File: config.mk
export PLATFORM = sky130hd
export DESIGN_NAME = concat_write_ctrl
export DESIGN_NICKNAME = d
export VERILOG_FILES = /design/src/rtl/concat_write_ctrl.sv
export SDC_FILE = /design/constraint.sdc
export NUM_CORES = 1
export LEC_CHECK = 0
export CAP_MARGIN = 0
export CELL_PAD_IN_SITES_DETAIL_PLACEMENT = 1
export CELL_PAD_IN_SITES_GLOBAL_PLACEMENT = 1
export CORE_MARGIN = 2
export CORE_UTILIZATION = 28
export CTS_CLUSTER_DIAMETER = 30
export DETAILED_ROUTE_END_ITERATION = 10
export PLACE_DENSITY = 0.91
export SETUP_SLACK_MARGIN = 0.4
export SYNTH_ARGS = -nofsm -noshare
export SYNTH_HDL_FRONTEND = slang
export SYNTH_SLANG_ARGS = --single-unit
File: constraint.sdc
create_clock -name clk -period 3.7 [get_ports clk]
set_input_delay 0.555 -clock clk [delete_from_list [all_inputs] [get_ports clk]]
set_output_delay 0.555 -clock clk [all_outputs]
set_load 0.005 [all_outputs]
File: src/rtl/concat_write_ctrl.sv
// -----------------------------------------------------------------------------
// concat_write_ctrl
//
// Write sequencer in front of the concat FIFO. For every output pixel it drains
// ch_a_words words from source FIFO A, then ch_b_words words from source FIFO B.
// It writes them in that order into the concat FIFO, which builds a
// channel-concatenated feature map. A pixel burst starts only after the concat
// FIFO reports room for the whole burst (S_count / S_Ready handshake).
//
// Optional build macro: CONCAT_STALL_CNT_EN
//   When it is defined, the stall_cycles output counts cycles lost to concat FIFO
//   backpressure and to empty source FIFOs.
//
// Ports
//   clk, rst         clock, asynchronous active-high reset
//   start            one-cycle pulse; latches configuration and starts a transfer
//   pix_num          number of pixels to transfer
//   ch_a_words       words per pixel taken from source A
//   ch_b_words       words per pixel taken from source B
//   a_dout, a_empty  source A read data (1-cycle latency) and empty flag
//   a_rd_en          source A read strobe
//   b_dout, b_empty  source B read data (1-cycle latency) and empty flag
//   b_rd_en          source B read strobe
//   S_count          burst size requested from the concat FIFO (latched)
//   S_Ready          concat FIFO has room for S_count words
//   wr_en, din       concat FIFO write strobe and data
//   busy             transfer in progress (includes the done cycle)
//   done             one-cycle pulse after the last word is written
//   stall_cycles     (CONCAT_STALL_CNT_EN only) saturating stall cycle count
// -----------------------------------------------------------------------------
module concat_write_ctrl #(
  parameter int WIDTH     = 128,
  parameter int ADDR_BITS = 10,
  parameter int PIX_BITS  = 20
) (
  input  logic                 clk,
  input  logic                 rst,
  input  logic                 start,
  input  logic [PIX_BITS-1:0]  pix_num,
  input  logic [ADDR_BITS-1:0] ch_a_words,
  input  logic [ADDR_BITS-1:0] ch_b_words,
  input  logic [WIDTH-1:0]     a_dout,
  input  logic                 a_empty,
  output logic                 a_rd_en,
  input  logic [WIDTH-1:0]     b_dout,
  input  logic                 b_empty,
  output logic                 b_rd_en,
  output logic [ADDR_BITS:0]   S_count,
  input  logic                 S_Ready,
  output logic                 wr_en,
  output logic [WIDTH-1:0]     din,
  output logic                 busy,
`ifdef CONCAT_STALL_CNT_EN
  output logic [31:0]          stall_cycles,
`endif
  output logic                 done
);

  typedef enum logic [2:0] {
    IDLE,
    CHECK,
    READ_A,
    READ_B,
    NEXT,
    DONE
  } state_t;

  localparam logic [ADDR_BITS-1:0] CNT_ONE = ADDR_BITS'(1);
  localparam logic [PIX_BITS-1:0]  PIX_ONE = PIX_BITS'(1);

  state_t               state;
  state_t               state_n;
  logic [PIX_BITS-1:0]  pix_q;
  logic [ADDR_BITS-1:0] ch_a_q;
  logic [ADDR_BITS-1:0] ch_b_q;
  logic [ADDR_BITS-1:0] a_cnt;
  logic [ADDR_BITS-1:0] b_cnt;
  logic [PIX_BITS-1:0]  pix_cnt;
  logic                 next_wait;
  logic                 src_b_q;

  logic [ADDR_BITS:0]   start_sum;
  logic [ADDR_BITS-1:0] a_cnt_nxt;
  logic [ADDR_BITS-1:0] b_cnt_nxt;
  logic                 a_last;
  logic                 b_last;
  logic                 pix_inc;
  logic                 accept;

  // The sum is taken one bit wider than the channel counts, so it cannot wrap.
  assign start_sum = {1'b0, ch_a_words} + {1'b0, ch_b_words};
  assign accept    = (state == IDLE) && start;

  // Reads are combinational from state, so the first read goes out in the
  // cycle after CHECK sees S_Ready. Only one read state is live at a time, so
  // the two strobes are never high together.
  assign a_rd_en   = (state == READ_A) && !a_empty && (a_cnt < ch_a_q);
  assign b_rd_en   = (state == READ_B) && !b_empty && (b_cnt < ch_b_q);
  assign a_cnt_nxt = a_cnt + CNT_ONE;
  assign b_cnt_nxt = b_cnt + CNT_ONE;
  assign a_last    = a_rd_en && (a_cnt_nxt == ch_a_q);
  assign b_last    = b_rd_en && (b_cnt_nxt == ch_b_q);
  assign pix_inc   = b_last || (a_last && (ch_b_q == '0));

  assign busy = (state != IDLE);
  assign done = (state == DONE);

  // Source data arrives one cycle after the read strobe, in step with the
  // delayed wr_en. The data is gated, so din is zero whenever no write is made.
  assign din = wr_en ? (src_b_q ? b_dout : a_dout) : '0;

  // Next-state logic. NEXT holds for two cycles. This lets the last write land
  // and lets the registered S_Ready catch up before the next CHECK.
  always_comb begin
    state_n = state;
    unique case (state)
      IDLE: begin
        if (start) begin
          if ((pix_num == '0) || (start_sum == '0)) state_n = DONE;
          else                                      state_n = CHECK;
        end
      end
      CHECK: begin
        if (S_Ready) state_n = (ch_a_q == '0) ? READ_B : READ_A;
      end
      READ_A: begin
        if (a_last) state_n = (ch_b_q == '0) ? NEXT : READ_B;
      end
      READ_B: begin
        if (b_last) state_n = NEXT;
      end
      NEXT: begin
        if (next_wait) state_n = (pix_cnt == pix_q) ? DONE : CHECK;
      end
      DONE: begin
        state_n = IDLE;
      end
      default: state_n = IDLE;
    endcase
  end

  // State register, latched configuration, counters and the write pipeline.
  // The pixel counter advances on the final read of a pixel, so NEXT can
  // compare it against pix_q directly.
  always_ff @(posedge clk or posedge rst) begin
    if (rst) begin
      state     <= IDLE;
      pix_q     <= '0;
      ch_a_q    <= '0;
      ch_b_q    <= '0;
      S_count   <= '0;
      a_cnt     <= '0;
      b_cnt     <= '0;
      pix_cnt   <= '0;
      next_wait <= 1'b0;
      wr_en     <= 1'b0;
      src_b_q   <= 1'b0;
    end else begin
      state   <= state_n;
      wr_en   <= a_rd_en || b_rd_en;
      src_b_q <= b_rd_en;

      if (accept) begin
        pix_q   <= pix_num;
        ch_a_q  <= ch_a_words;
        ch_b_q  <= ch_b_words;
        S_count <= start_sum;
        a_cnt   <= '0;
        b_cnt   <= '0;
        pix_cnt <= '0;
      end else begin
        if (a_rd_en) a_cnt <= a_last ? '0 : a_cnt_nxt;
        if (b_rd_en) b_cnt <= b_last ? '0 : b_cnt_nxt;
        if (pix_inc) pix_cnt <= pix_cnt + PIX_ONE;
      end

      next_wait <= (state == NEXT) ? !next_wait : 1'b0;
    end
  end

`ifdef CONCAT_STALL_CNT_EN
  logic stall_hit;

  assign stall_hit = ((state == CHECK)  && !S_Ready) ||
                     ((state == READ_A) && a_empty)  ||
                     ((state == READ_B) && b_empty);

  // Saturating stall counter. It restarts on every accepted start, so each
  // transfer reports only its own stalls.
  always_ff @(posedge clk or posedge rst) begin
    if (rst) begin
      stall_cycles <= '0;
    end else if (accept) begin
      stall_cycles <= '0;
    end else if (stall_hit && (stall_cycles != '1)) begin
      stall_cycles <= stall_cycles + 32'd1;
    end
  end
`endif

endmodule

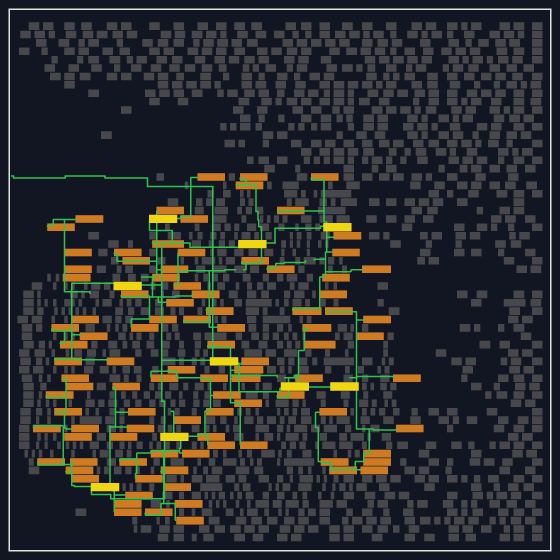
Run 1: clock wires, drivers and flops
- flip-flops: orange (count 97)
- clock-net drivers: yellow (count 9)
- clock wires: green (length 1400 um)
- routed clock nets: 10
power drawn by the clock network: 948 uW
Latency at later pin: 360 ps

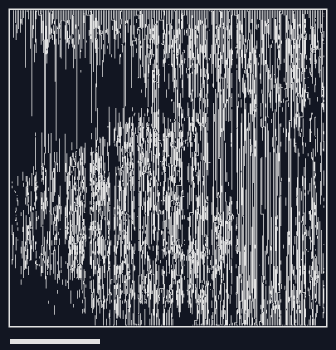
Run 1: met2 routing
Scale bar: 50 um.
- share of all routed wire: 51%
- nets with wire on the layer: 1592
- wire length on this layer: 25.2 mm
final wirelength: 49.8 mm
GR Layer Usage met2: 0.552
routed via count: 9422

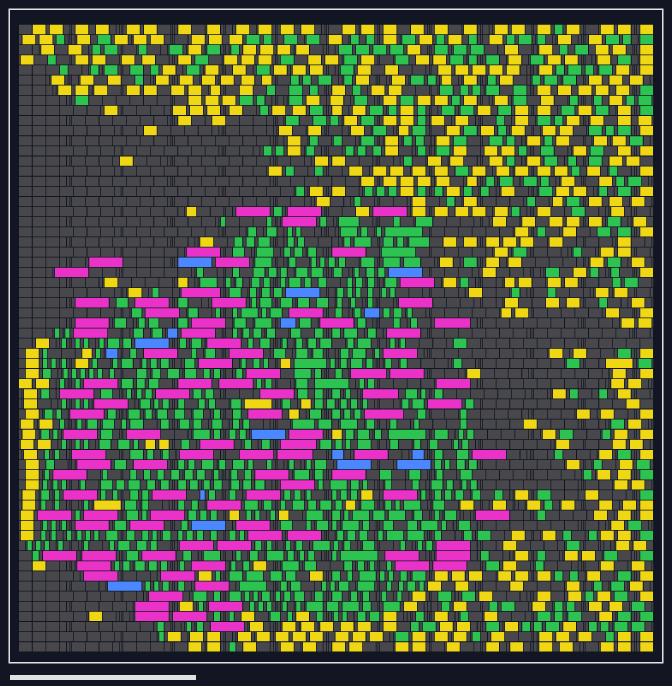
Run 1: cell classes on the final placement
Scale bar: 50 um. Fill, decap, tap and diode cells in gray.
- clock drivers and dummy loads: blue (cells 16; share of their area 2.2%)
- registers: magenta (cells 97; share of their area 19%)
- remaining buffers and delay cells: yellow (cells 469; share of their area 36%)
- remaining logic cells: green (cells 826; share of their area 43%)
share of the final layout cell area in sequential cells: 0.180
final core utilization: 0.471

==> notes.org, run 1 <==
#+TITLE: Synthesis and PnR summary

** Run status
- The run finished with clean final reports.

** Timing
- Looking at the max-slew report, the worst-margin pin has a slew of 1300 ps.
- In the final report, the number of pins over their slew limit comes to 0.
- After routing, the total negative slack on setup checks comes to 0 ps.
- The final timing summary puts the cycle share of the worst path at 0.875.
- The last timing report of the flow puts the setup violation total at 0.
- Across all hold checks on the routed design, the worst slack comes to 481 ps.
- Final Skew :: 7.03 ps
- Hold violation total from the final report :: 0
- Final critical-path setup slack :: 461 ps
- Derived from the worst setup path, the maximum achievable clock frequency is 0.309 GHz.
- Counting I/O delays and the setup requirement, the final critical path takes 3240 ps.

** Drt
- For this sky-water flow run, the detailed-routed wirelength per cell is reported as 27.7 um.
- Pre-antenna DRT Iters :: 5
- The detail route stage leaves a number of antenna-violating nets equal to 0.
- Dividing the detail-routed via count by the number of cells gives 5.24.

** Synth
- Area contributors post-synth :: dfrtp_1, mux2i_1, nor2b_1
- FA/HA/MAJ Cells, Area Fraction :: 0.0527
- Per the synth stats, the proportion of register bits with asynchronous set or reset is 1.00.
- Synthesis produced 983 cells.
- Cell taking the most area after synthesis :: dfrtp_1
- Mux contribution to synthesized area :: 0.164
- Number of unique standard cell types used by synthesis :: 56
- Number of nets at floorplan :: 1319
- Post-synth EDFFs :: 0
- The share of synthesized area in the top cell type comes to 0.296.
- Cell area after synthesis :: 8210 sq um
- Number of synthesized register bits :: 97
- XOR Share, Synth :: 0.0544
- Count of yosys warnings during synthesis :: 0
- Main synth FF type :: dfrtp_1
- Chip area estimate from yosys synthesis :: 8210 sq um
- In the Yosys report the total cell count is 983.
- The average instance in the mapped netlist occupies 8.35 sq um.
- Among the non-sequential cells, simple AND/OR/NAND/NOR gates take the most area.
- The commonest cells after synthesis are mux2i_1, nor2b_1, nand2_1.

** Worst setup path
- Critical Setup Path Class :: flop to output pin
- The largest individual stage delay along the critical path comes from the cell dfrtp_1.
- Launching element type of the critical path :: flop
- Crit-path max FO :: 14
- Critical path arrival :: 2680 ps
- Worst path required time :: 3140 ps
- On the worst path, the slowest cell contributes a delay of 460 ps.
- The worst setup path is captured at an output pin.
- Crit-path leading delay family :: AND-OR/OR-AND gates
- Worst path cell trace :: inv_1, ha_1, a2111oi_1, a21oi_1, a2111oi_4, buf_4, dlygate4sd2_1

** GRT
- The global routing report lists met3 layer usage as 0.0694.
- Routing resource usage on met1 recorded by global route was 0.357.
- For this run, the total global-route usage over all layers was measured as 0.309.
- The number of antenna violations at the first check in global routing came to 21.
- Total gr overflow :: 0
- Global route summary, busiest routing layer listed as met2.
- Global-route wire length before repair :: 68.0 mm
- Entering global routing, the biggest net connects 57 pins.
- Via count of the first global-routing pass :: 9695

** Power and ir drop
- Maximum vdd drop :: 0.000300 V
- PD cells :: 489 nW/um^2
- For this design the static power due to leakage is 5.19 nW.
- Overall power of the completed layout :: 6.63 mW

** Floorplan
- For this configuration, the core starts out at a cell density of 0.285.
- Row generation in the floorplan step produced 62 rows.
- The region available for standard cell placement spans 28800 sq um.
- In this run the count of I/O pins placed on the die edge is 446.
- Die H :: 175 um
- Per the OpenROAD floorplan log, the area of the die is 30700 sq um.

** Clock network
- H-tree levels :: 3
- For this design, the sink count on the clock tree is 97.
- Clock-pin slew reported for the worst setup and hold paths after clock tree synthesis :: 80 ps
- The report puts the hold buffer count at CTS at 0.
- Counting the buffers created by CTS gives 9.
- Library cell used as clock root buffer :: clkbuf_16

** Placement
- The count of buffers added on input and output ports is 445.
- Detailed placement reports a standard cell area of 13100 sq um.
- DP Wirelength :: 42.0 mm
- Final weighted congestion of routability-driven global placement :: 0.947
- Cells after DPL :: 1772
- The pre-CTS setup check shows a worst slack of 306 ps.

** Finish
- Per the final layout report, the fraction of cells sized above drive strength 1 comes to 0.0476.
- Post-layout instance count excluding filler cells :: 1799
- Area growth from synthesis to layout :: 65.1%
- Highest-count logic cell in the final layout :: clkdlybuf4s50_1
- Final net count :: 1739
- Final design instance area without fill :: 13600 sq um
- Fill cell instance count of the final layout :: 3307

** Hold path
- Worst min path class :: flop to flop

** Run
- Number of max-cap violations :: 0
- OpenROAD emitted warnings numbering 28.
[run 1: report_power, final]
part / switching, mW / internal, mW
registers: 0.404 / 1.38
logic: 1.92 / 1.97
clock network: 0.474 / 0.474
[run 1: worst min-delay path, delay by kind of cell (launching register included)]
family	cells	cell delay, ps
and+or+nand+nor	1	50
DFF	1	340
AOI/OAI and AO/OA	1	60
[run 1: timing repair]
action / CTS / global route
endpoints found under the setup margin: 19 / 20
resized: 9 / 16
gates cloned: 0 / 2
setup buffers: 0 / 2
pin swaps: 0 / 4
[run 1: final timing paths]
check / start / depth (start not counted) / slack, ps / endpoint
min: S_count[3] / 2 / 480 / S_count[3]
min reg2reg: S_count[3] / 2 / 480 / S_count[3]
max reg2reg: a_cnt[1] / 9 / 500 / pix_cnt[13]
min in group asynchronous: rst / 2 / 630 / pix_q[19]
max in group asynchronous: rst / 3 / 2260 / wr_en
max: ch_a_q[6] / 7 / 460 / a_rd_en
[run 1: sequential cells by signal, indices dropped and copies added, names as in the netlist]
register   cells
pix_cnt       20
wr_en          1
pix_q         20
state          3
next_wait      1
ch_b_q        10
S_count       11
b_cnt         10
src_b_q        1
a_cnt         10
ch_a_q        10
[run 1: per-layer routing]
layer	vias up	routed length (um)
met1	4656	19300
met2	372	25200
li1	4306	-
met5	-	59
met4	10	2110
met3	78	3090
[run 1: layout make-up]
class,count,area [sq um],area share
Timing Repair Buffer,469,4670,0.345
Clock inverter,6,56.3,0.00415
Multi-Input combinational cell,792,5530,0.408
Sequential cell,97,2440,0.180
Inverter,34,129,0.00951
Clock buffer,10,229,0.0169
Antenna cell,7,17.5,0.00129
Tap cell,384,480,0.0355
Run 1, placed standard cells:
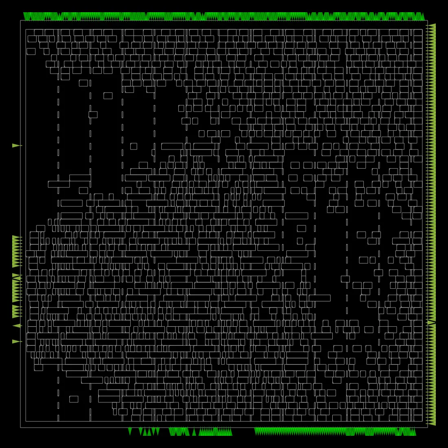

==> inputs of run 2 (changes only) <==
Settings changed: CAP_MARGIN 0 to 20, GPL_ROUTABILITY_DRIVEN set to 1.
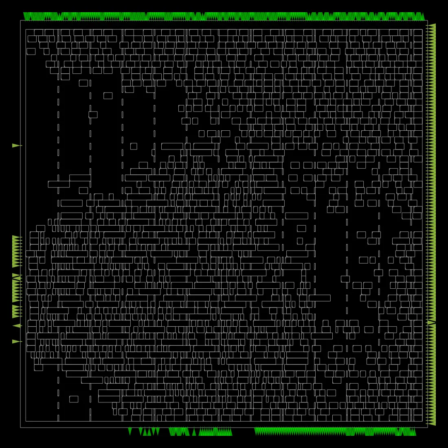
Run 2: placed standard cells
flop count: 97
share of the final layout cell area in sequential cells: 0.180

==> run 2 against run 1 <==
Worst setup slack better by 29 ps. Wire length up 0.14%. Global-route usage is the same. Flip-flop count is the same. Count of clock-buffer cells in the layout unchanged. Sequential share of layout area is essentially flat. Power rose by 0.18%. Non-clock buffer count is 1 higher. Worst hold slack hardly changed. Via count increased by 0.23%.
==> notes.org, run 2 <==
#+TITLE: Synthesis and PnR summary

** Timing
- Setup repair after global routing could not meet its margin everywhere.
- The worst-case clock skew came to 7.10 ps (+0.0690 ps).
- The highest clock rate is 0.311 GHz (+0.89%).
- Tightest slew margin relative to the limit :: 0.416
- Time the worst path needs with I/O delays and setup :: 3210 ps (-28.7 ps)
- Final period utilization :: 0.868 (-0.00776)
- Final Max Tran Viols :: 0 (unchanged)
- Final-layout setup total negative slack :: 0 ps (unchanged)
- Slew at the pin closest to its max-slew limit :: 868 ps (-432 ps)
- The number of hold violations in the final report was 0 (unchanged).
- Count of endpoints failing setup in the final report :: 0 (unchanged)

** Placement
- Count of input and output buffers :: 445 (unchanged)
- Final weighted congestion of routability-driven global placement :: 0.947 (unchanged)
- The post-detailed-placement half-perimeter wirelength was 42.0 mm (unchanged).

** Drt
- The met1 wire length is 19.4 mm (+0.18%).
- The per-cell routed wire length was 27.7 um (+0.14%).
- The amount of wire on met2 after detailed routing is 25.3 mm (+0.75%).
- WL met3 :: 3.04 mm (-1.6%)
- Average via count per standard cell :: 5.25 (+0.23%)
- Routed via count :: 9444 (+0.23%)
- Final wirelength :: 49.8 mm (+0.14%)
- Final routed DRC violation total :: 0
- Pre-antenna DRT Iters :: 5 (unchanged)
- The highest layer touched by signal routing is met5.
- DRC marker count from the first detailed-route iteration :: 535
- The post-detailed-route count of antenna-violating nets was 0 (unchanged).

** Finish
- The net count reported at finish was 1740 (+0.058%).
- The synthesis-to-layout area growth came to 65.1% (about the same).
- Combinational gate area :: 5530 sq um (unchanged)
- Fraction of standard cell area in multi-input logic :: 0.408 (about the same)
- The final-layout fill cell count is 3307 (unchanged).
- The largest registers in the layout are pix_cnt: 20 flops, pix_q: 20 flops, S_count: 11 flops.
- Total number of multi-input combinational cells :: 792 (unchanged)
- Fraction of area in clock buffers and inverters :: 0.0210 (about the same)
- The antenna cell count is 6 (-1).
- Looking at the area split, the leading class of cells is logic gates.
- The non-clock buffer total of the final layout is 470 (+0.21%).
- Highest-count logic cell in the final layout :: clkdlybuf4s50_1
- The portion of the layout cell area used by non-clock buffers is 0.345 (+0.000427).
- The share of cells above drive strength 1 was 0.0483 (+0.000676).
- Count of inverters not on the clock network in the layout :: 34 (unchanged)
- Clk_buf instances :: 10 (unchanged)
- Area taken by flip-flops and latches :: 2440 sq um (unchanged)
- The library cells used most frequently in the layout, excluding fill and tap cells, are clkdlybuf4s50_1, mux2i_1, nor2b_1.

** Floorplan
- Standard-cell rows :: 62 (unchanged)
- The number of tapcells was 384 (unchanged).
- Core area :: 28800 sq um (unchanged)
- Horizontal die dimension :: 175 um
- The die area came to 30700 sq um (unchanged).
- Die H :: 175 um (unchanged)
- The effective utilization at floorplan was 0.285 (unchanged).
- The total I/O pin count was 446 (unchanged).

** Clock network
- Latency at later pin :: 370 ps (about the same)
- Hold buffers post-CTS :: 0 (unchanged)
- The clock sink count came to 97 (unchanged).
- CTS placed an instance of clkbuf_16 at the clock tree root.
- Clock-pin slew reported for the worst setup and hold paths after clock tree synthesis :: 80 ps (about the same)
- Clock tree buffer depth :: 2
- Cts bufs inserted :: 9 (unchanged)
- Number of gates resized after CTS :: 9 (unchanged)
- The number of levels in the clock H-tree is 3 (unchanged).
- TritonCTS built the clock tree.
- Setup fix buffers added after clock tree synthesis :: 0 (unchanged)

** Hold path
- In this run the most critical hold path is launched from S_count[3].
- STA shows the worst min-delay path finishing at S_count[3].
- The worst hold path belongs to the class flop to flop.
- The hold path depth is 2 (unchanged).

** Power and ir drop
- Fraction of power consumed by combinational cells :: 0.588 (about the same)
- Flop pwr share :: 0.269 (about the same)
- Reported leakage power :: 5.20 nW (about the same)
- The internal power summed over all cells was 3.83 mW (+0.18%).
- The net load switching power was 2.81 mW (+0.19%).
- Sw Ratio :: 0.423 (about the same)
- Overall power of the completed layout :: 6.64 mW (+0.18%)
- Share of total power in the clock network :: 0.143 (about the same)
- Maximum vdd drop :: 0.000301 V (+0.34%)
- PD cells :: 490 nW/um^2 (+0.15%)

** Synth
- Main synth FF type :: dfrtp_1
- The synthesized area per cell was 8.35 sq um (unchanged).
- The portion of synthesized cell area occupied by the leading cell type was 0.296 (unchanged).
- For reference, the top cells by area after synthesis are dfrtp_1, mux2i_1, nor2b_1.
- Share of synthesized area occupied by flip-flops and latches :: 0.296
- The synthesis-stage register bit count was 97 (unchanged).
- Number of nets at floorplan :: 1319 (unchanged)
- Most instantiated library cell after synthesis :: mux2i_1
- Count of mapped cells out of synthesis :: 983 (unchanged)
- The synthesis warning total came to 0 (unchanged).
- Post-synth EDFFs :: 0 (unchanged)
- Cell taking the most area after synthesis :: dfrtp_1
- By count the netlist is led by mux2i_1, nor2b_1, nand2_1.
- The count of different cell masters after synthesis was 56 (unchanged).
- The fraction of registers with async set or reset after synthesis is 1.00 (unchanged).
- Chip area estimate from yosys synthesis :: 8210 sq um (unchanged)
- The area of the mapped netlist is 8210 sq um (unchanged).
- The cell count in the Yosys report came to 983 (unchanged).

** GRT
- Layer with the highest usage :: met2
- Global-route wire length before repair :: 68.0 mm (unchanged)
- The number of global-route vias before repair was 9695 (unchanged).
- Met3 usage :: 0.0694 (unchanged)
- Pin count of the biggest net entering global routing :: 57 (unchanged)
- The global routing met2 resource utilization was 0.552 (unchanged).
- The global-route track usage on met1 is 0.357 (unchanged).
- Antenna violations before repair :: 21 (unchanged)
- Total gr overflow :: 0 (unchanged)
- The aggregate global-route resource usage is 0.309 (unchanged).

** Worst setup path
- Critical path arrival :: 3500 ps (+820 ps)
- Beginning of the critical path :: a_cnt[1]
- Critical Setup Path Class :: flop to flop
- Element type at the critical path end :: flop
- The cell depth of the worst flop-to-flop path came to 9 (unchanged).
- FF-to-FF End :: pix_cnt[13]
- The critical-path maximum fanout came to 7 (-7).
- The register-to-register path setup slack was 490 ps (about the same).
- Worst reg2reg path startpoint :: a_cnt[1]
- The required time at the worst-slack endpoint came to 3990 ps (+850 ps).
- The worst setup path is launched from a flop.

** Run status
- The run finished with clean final reports.

** Run
- Number of max-cap violations :: 0 (unchanged)
- The number of warnings in the stage logs is 28 (unchanged).
run 2: critical path: stages (launching register included):
cell       delay, ps
dfrtp_2          440
ha_4             180
nand3_2          150
or3_1            410
a221o_1          370
a2111oi_4        430
and2_4           270
a22oi_1          170
or4_1            560
a21oi_1          160
run 2: how the worst max path moves through the flow:
stage / endpoint / slack (ps) / cells past startpoint
floorplan: S_count[0] / 610 / 1
global placement: pix_cnt[2] / 370 / 9
detailed placement: pix_cnt[2] / 310 / 8
CTS: pix_cnt[11] / 340 / 9
global route: a_rd_en / 370 / 7
finish: pix_cnt[13] / 490 / 9
run 2: power by group through the flow:
stage / Combinational [mW] / Clock, mW / Sequential [mW]
after floorplan: 1.96 / 0 / 1.60
after global placement: 3.70 / 0 / 1.77
after detailed placement: 3.81 / 0 / 1.79
after CTS: 3.84 / 0.956 / 1.77
after global routing: 4.15 / 1.00 / 1.83
final: 3.91 / 0.948 / 1.78
run 2: kinds of logic (layout without fill, tap and decap cells):
kind of cell	count (synthesis)	count (layout)	synth area share
and+or+nand+nor	415	415	0.269
AOI/OAI and AO/OA	156	158	0.119
muxes	134	134	0.164
DFF	97	97	0.296
buffers and inverters	96	520	0.0453
xor gates and xnor gates	51	51	0.0544
adders and majority gates	34	34	0.0527
other	0	6	0
run 2: per-stage QoR:
stage | utilization | instances | instance area [sq um] | hold WS [ps] | setup WS [ps]
floorplan | - | 983 | 8210 | 466 | 611
global placement | 0.456 | 1772 | 13100 | 470 | 372
detailed placement | 0.456 | 1772 | 13100 | 470 | 306
CTS | 0.466 | 1788 | 13400 | 487 | 340
global route | 0.471 | 1799 | 13600 | 519 | 369
finish | 0.471 | 1799 | 13600 | 482 | 490
Run 2, cell classes on the final placement:
Scale bar: 50 um. Fill, decap, tap and diode cells in gray.
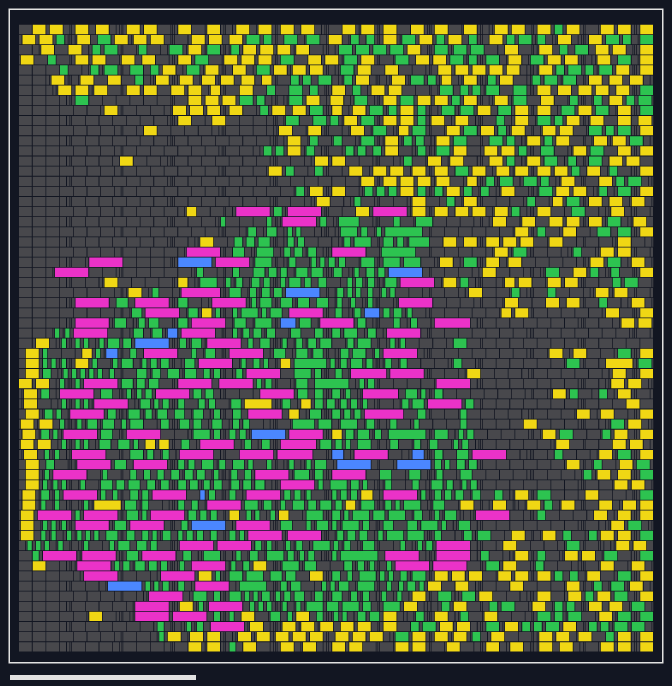

==> inputs of run 3 (changes only) <==
Settings changed: CORE_ASPECT_RATIO set to 1.25, PLACE_DENSITY 0.91 to not set, PLACE_DENSITY_LB_ADDON set to 0.15.
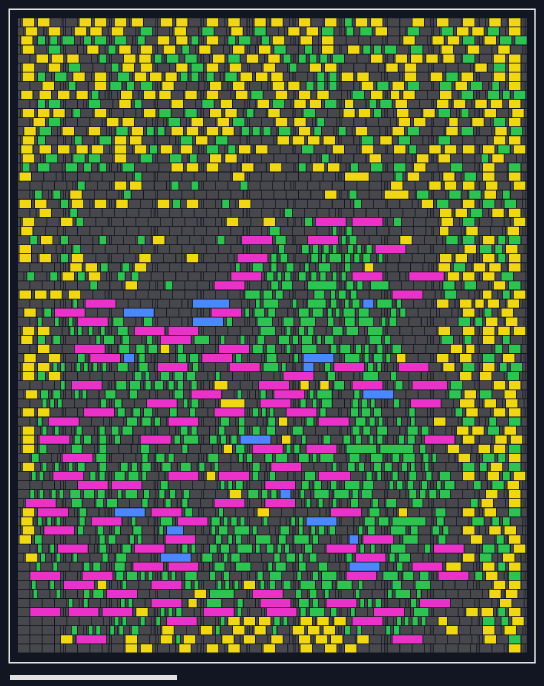
Run 3: cell classes on the final placement
Scale bar: 50 um. Fill, decap, tap and diode cells in gray.
- registers: magenta (cells 97; share of their area 19%)
- remaining logic cells: green (cells 826; share of their area 43%)
- clock drivers and dummy loads: blue (cells 16; share of their area 2.4%)
- remaining buffers and delay cells: yellow (cells 469; share of their area 36%)
final core utilization: 0.466
standard-cell rows: 70
share of the final layout cell area in sequential cells: 0.180

==> run 3 against run 2 <==
Worst hold slack improved by 6.8 ps. Cell area barely moved. Global-route usage fell by 3.9 points. Sequential share of layout area barely moved. Clock power rose by 7%. Register-to-register slack improved by 40 ps. Power fell by 0.24%. Critical path type is now flop to output pin. Largest power group unchanged.
==> notes.org, run 3 <==
#+TITLE: Synthesis and PnR summary

** Run status
- The run finished with clean final reports.

** Worst setup path
- Launching element type of the critical path :: flop
- The worst path buffer plus inverter count is 2 (+2).
- Walking the worst path, the cells encountered are buf_4, mux2i_1, nor2b_1, clkdlybuf4s50_1.
- The cell depth of the worst flop-to-flop path is 9 (unchanged).
- The timing report attributes the biggest portion of critical-path delay to buffers and inverters.
- For the worst reg-to-reg path, the startpoint reported by OpenROAD is b_cnt[0].
- Critical path arrival :: 2730 ps (-770 ps)
- The worst setup path is of the flop to output pin kind.
- The required time at the worst-slack endpoint was 3140 ps (-850 ps).
- The worst setup path is captured at an output pin.
- Setup slack of the worst register-to-register path :: 530 ps (+40 ps)
- Crit-path max FO :: 29 (+22)
- The slowest stage of the critical path belongs to the cell dfrtp_4.
- Slowest Stage Delay on Critical Path :: 770 ps (+210 ps)
- For the worst reg-to-reg path, the endpoint reported by OpenROAD is pix_cnt[11].

** Clock network
- Hold buffers post-CTS :: 0 (unchanged)
- TritonCTS built the clock tree.
- Cts bufs inserted :: 9 (unchanged)
- The number of levels in the clock H-tree came to 3 (unchanged).
- Clock tree buffer depth :: 2 (unchanged)
- CTS sink cnt :: 97 (unchanged)
- Clock-pin slew reported for the worst setup and hold paths after clock tree synthesis :: 70 ps (about the same)
- The clock latency on the worst-skew pair came to 360 ps (about the same).
- Library cell used as clock root buffer :: clkbuf_16

** Timing
- The slack of the critical path was 414 ps (-76.0 ps).
- Final Max Tran Viols :: 0 (unchanged)
- Hold violation total from the final report :: 0 (unchanged)
- The ratio of final minimum period to clock period came to 0.888 (+0.0205).
- The relative slew slack was 0.456 (+0.0405).
- Time the worst path needs with I/O delays and setup :: 3290 ps (+76.0 ps)
- The measured slew at the worst slew-check pin came to 816 ps (-52.7 ps).
- The smallest hold slack came to 488 ps (+6.78 ps).
- Final-layout setup total negative slack :: 0 ps (unchanged)
- The highest clock rate was 0.304 GHz (-2.3%).
- Unrepaired setup endpoints after global routing :: true
- The setup violation total in the final timing report is 0 (unchanged).
- Final Skew :: 9.73 ps (+2.62 ps)

** Synth
- By count the netlist is led by mux2i_1, nor2b_1, nand2_1.
- The post-synth tally of flip-flops with integrated enable is 0 (unchanged).
- The area reported by Yosys stat was 8210 sq um (unchanged).
- Yosys stat cell total :: 983 (unchanged)
- The synthesized area per cell was 8.35 sq um (unchanged).
- The synthesis stats list as the most numerous cell mux2i_1.
- Number of unique standard cell types used by synthesis :: 56 (unchanged)
- The area of the mapped netlist was 8210 sq um (unchanged).
- Of the combinational cells, the family taking the most area is simple AND/OR/NAND/NOR gates.
- Number of nets at floorplan :: 1319 (unchanged)
- The main area contributors are dfrtp_1, mux2i_1, nor2b_1.
- AO/OA Area Share :: 0.119 (unchanged)
- Count of yosys warnings during synthesis :: 0 (unchanged)
- Post-synthesis simple-gate area fraction :: 0.269 (unchanged)
- FA/HA/MAJ Cells, Area Fraction :: 0.0527 (unchanged)
- The share of synthesized area spent on multiplexers is 0.164 (unchanged).
- Count of mapped cells out of synthesis :: 983 (unchanged)
- The post-synthesis share of cell area spent on xor and xnor gates is 0.0544 (unchanged).
- Number of synthesized register bits :: 97 (unchanged)
- The most used flip-flop cell after synthesis is dfrtp_1.
- Per the synthesis report, the dominant area consumer among library cells is dfrtp_1.
- Share of synthesized area occupied by flip-flops and latches :: 0.296 (unchanged)
- Fraction of registers with async set or reset after synthesis :: 1.00 (unchanged)
- Post-synth top area share :: 0.296 (unchanged)

** Floorplan
- The total I/O pin count is 446 (unchanged).
- The effective utilization at floorplan came to 0.282 (-0.00292).
- Horizontal die dimension :: 157 um (-10%)
- The die span in y came to 195 um (+12%).
- The die area was 30700 sq um (about the same).
- Core area :: 29100 sq um (+1.0%)

** Power and ir drop
- Net Sw Power :: 2.74 mW (-2.6%)
- The switching share of total power is 0.413 (-0.00982).
- The overall power consumption is 6.62 mW (-0.24%).
- Cell internal pwr :: 3.89 mW (+1.5%)
- Reported leakage power :: 5.22 nW (+0.44%)
- Maximum vdd drop :: 0.000356 V (+19%)
- Flop pwr share :: 0.267 (-0.002)
- The relative contribution of the clock network to total power was 0.153 (+0.010).
- PD cells :: 489 nW/um^2 (-0.17%)
- Fraction of power consumed by combinational cells :: 0.580 (-0.008)

** Finish
- Share of layout cells above drive strength 1 :: 0.0440 (-0.00423)
- The sequential standard cell area is 2440 sq um (-0.20%).
- The synthesis-to-layout area growth came to 65.0% (about the same).
- The final-layout fill cell count is 3422 (+3.5%).
- The area taken by multi-input logic gates is 5490 sq um (-0.66%).
- Most frequent cells in the layout :: clkdlybuf4s50_1, mux2i_1, nor2b_1
- The most common logic cell in the final layout is clkdlybuf4s50_1.
- The net count reported at finish came to 1739 (-0.057%).
- The post-route non-filler standard cell count is 1805 (+0.33%).
- The registers reported with the highest flop counts are pix_cnt: 20 flops, pix_q: 20 flops, S_count: 11 flops.
- The final design area excluding fillers is 13500 sq um (about the same).

** Drt
- Final wirelength :: 43.3 mm (-13%)
- Pre-antenna DRT Iters :: 5 (unchanged)
- DRC marker count from the first detailed-route iteration :: 552 (+3.2%)
- The number of vias in the routed layout was 9105 (-3.6%).
- The post-detailed-route DRC marker count was 0 (unchanged).
- The per-cell via count in the routed design is 5.04 (-3.9%).
- The per-cell routed wire length came to 24.0 um (-13%).
- The post-detailed-route count of antenna-violating nets is 0 (unchanged).

** Placement
- The post-detailed-placement half-perimeter wirelength was 35.9 mm (-15%).
- Dpl cell area :: 13100 sq um (+0.26%)
- Final weighted congestion of routability-driven global placement :: 0.891 (-6.0%)
- Count of input and output buffers :: 445 (unchanged)
- The minimum setup slack after placement was 277 ps (-28.6 ps).
- Cells after DPL :: 1786 (+0.79%)

** GRT
- Pin count of the biggest net entering global routing :: 61 (+7.0%)
- The number of global-route vias before repair came to 9438 (-2.7%).
- Global-route wire length before repair :: 61.0 mm (-10%)
- The aggregate global-route resource usage is 0.271 (-0.0386).
- Total gr overflow :: 0 (unchanged)
- The number of antenna violations at the first check in global routing came to 1 (-95%).

** Hold path
- Hold analysis lists the worst path endpoint as S_count[5].
- Worst min path class :: flop to flop
- The hold path depth came to 2 (unchanged).
- STA lists the startpoint of the worst hold path as S_count[5].

** Run
- Number of max-cap violations :: 0 (unchanged)
- Tool warnings :: 28 (unchanged)
run 3: cell counts after synthesis:
Identical to the previous run, type by type.
run 3: what timing repair did:
item / CTS / global route
buffers inserted: 0 / 0
gates cloned: 0 / 2
setup endpoints to repair: 9 / 17
resized: 4 / 14
pin swaps: 1 / 2
run 3: how the worst max path moves through the flow:
stage,startpoint,to,slack (ps),cells past startpoint
floorplan,rst,S_count[0],610,1
global placement,b_cnt[0],pix_cnt[10],400,9
detailed placement,b_cnt[0],pix_cnt[13],280,9
CTS,a_cnt[1],pix_cnt[13],380,9
global route,b_cnt[0],pix_cnt[8],380,9
finish,src_b_q,din[56],410,4
run 3: routing by layer:
metal  part of all wire  global-route usage  routed length, um
met1               0.44               0.364              19100
met5                  0                   0                  0
met4              0.011              0.0357                473
met2               0.45               0.431              19700
met3              0.094              0.0932               4090
run 3: power by group through the flow:
| stage | Clock, mW | Sequential (mW) | Combinational [mW] |
|---|---|---|---|
| after global routing | 1.08 | 1.82 | 4.19 |
| after global placement | 0 | 1.77 | 3.74 |
| after detailed placement | 0 | 1.79 | 3.77 |
| after CTS | 1.03 | 1.77 | 3.81 |
| final | 1.01 | 1.77 | 3.84 |
| after floorplan | 0 | 1.60 | 1.96 |
run 3: cell type report:
class,instances,area share
repair buffers,469,0.345
clock inverters,6,0.00536
multi-input cells,792,0.405
diodes,1,0.000185
flip-flops and latches,97,0.180
inverters,34,0.00951
clock buffers,10,0.0176
well taps,396,0.0366
run 3: worst min-delay path: stages, from the launching register on:
cell     delay [ps]
dfrtp_1         350
nand2_1          50
o21ai_0          60
No activity file was given, so power comes from the tool's default toggle rates.
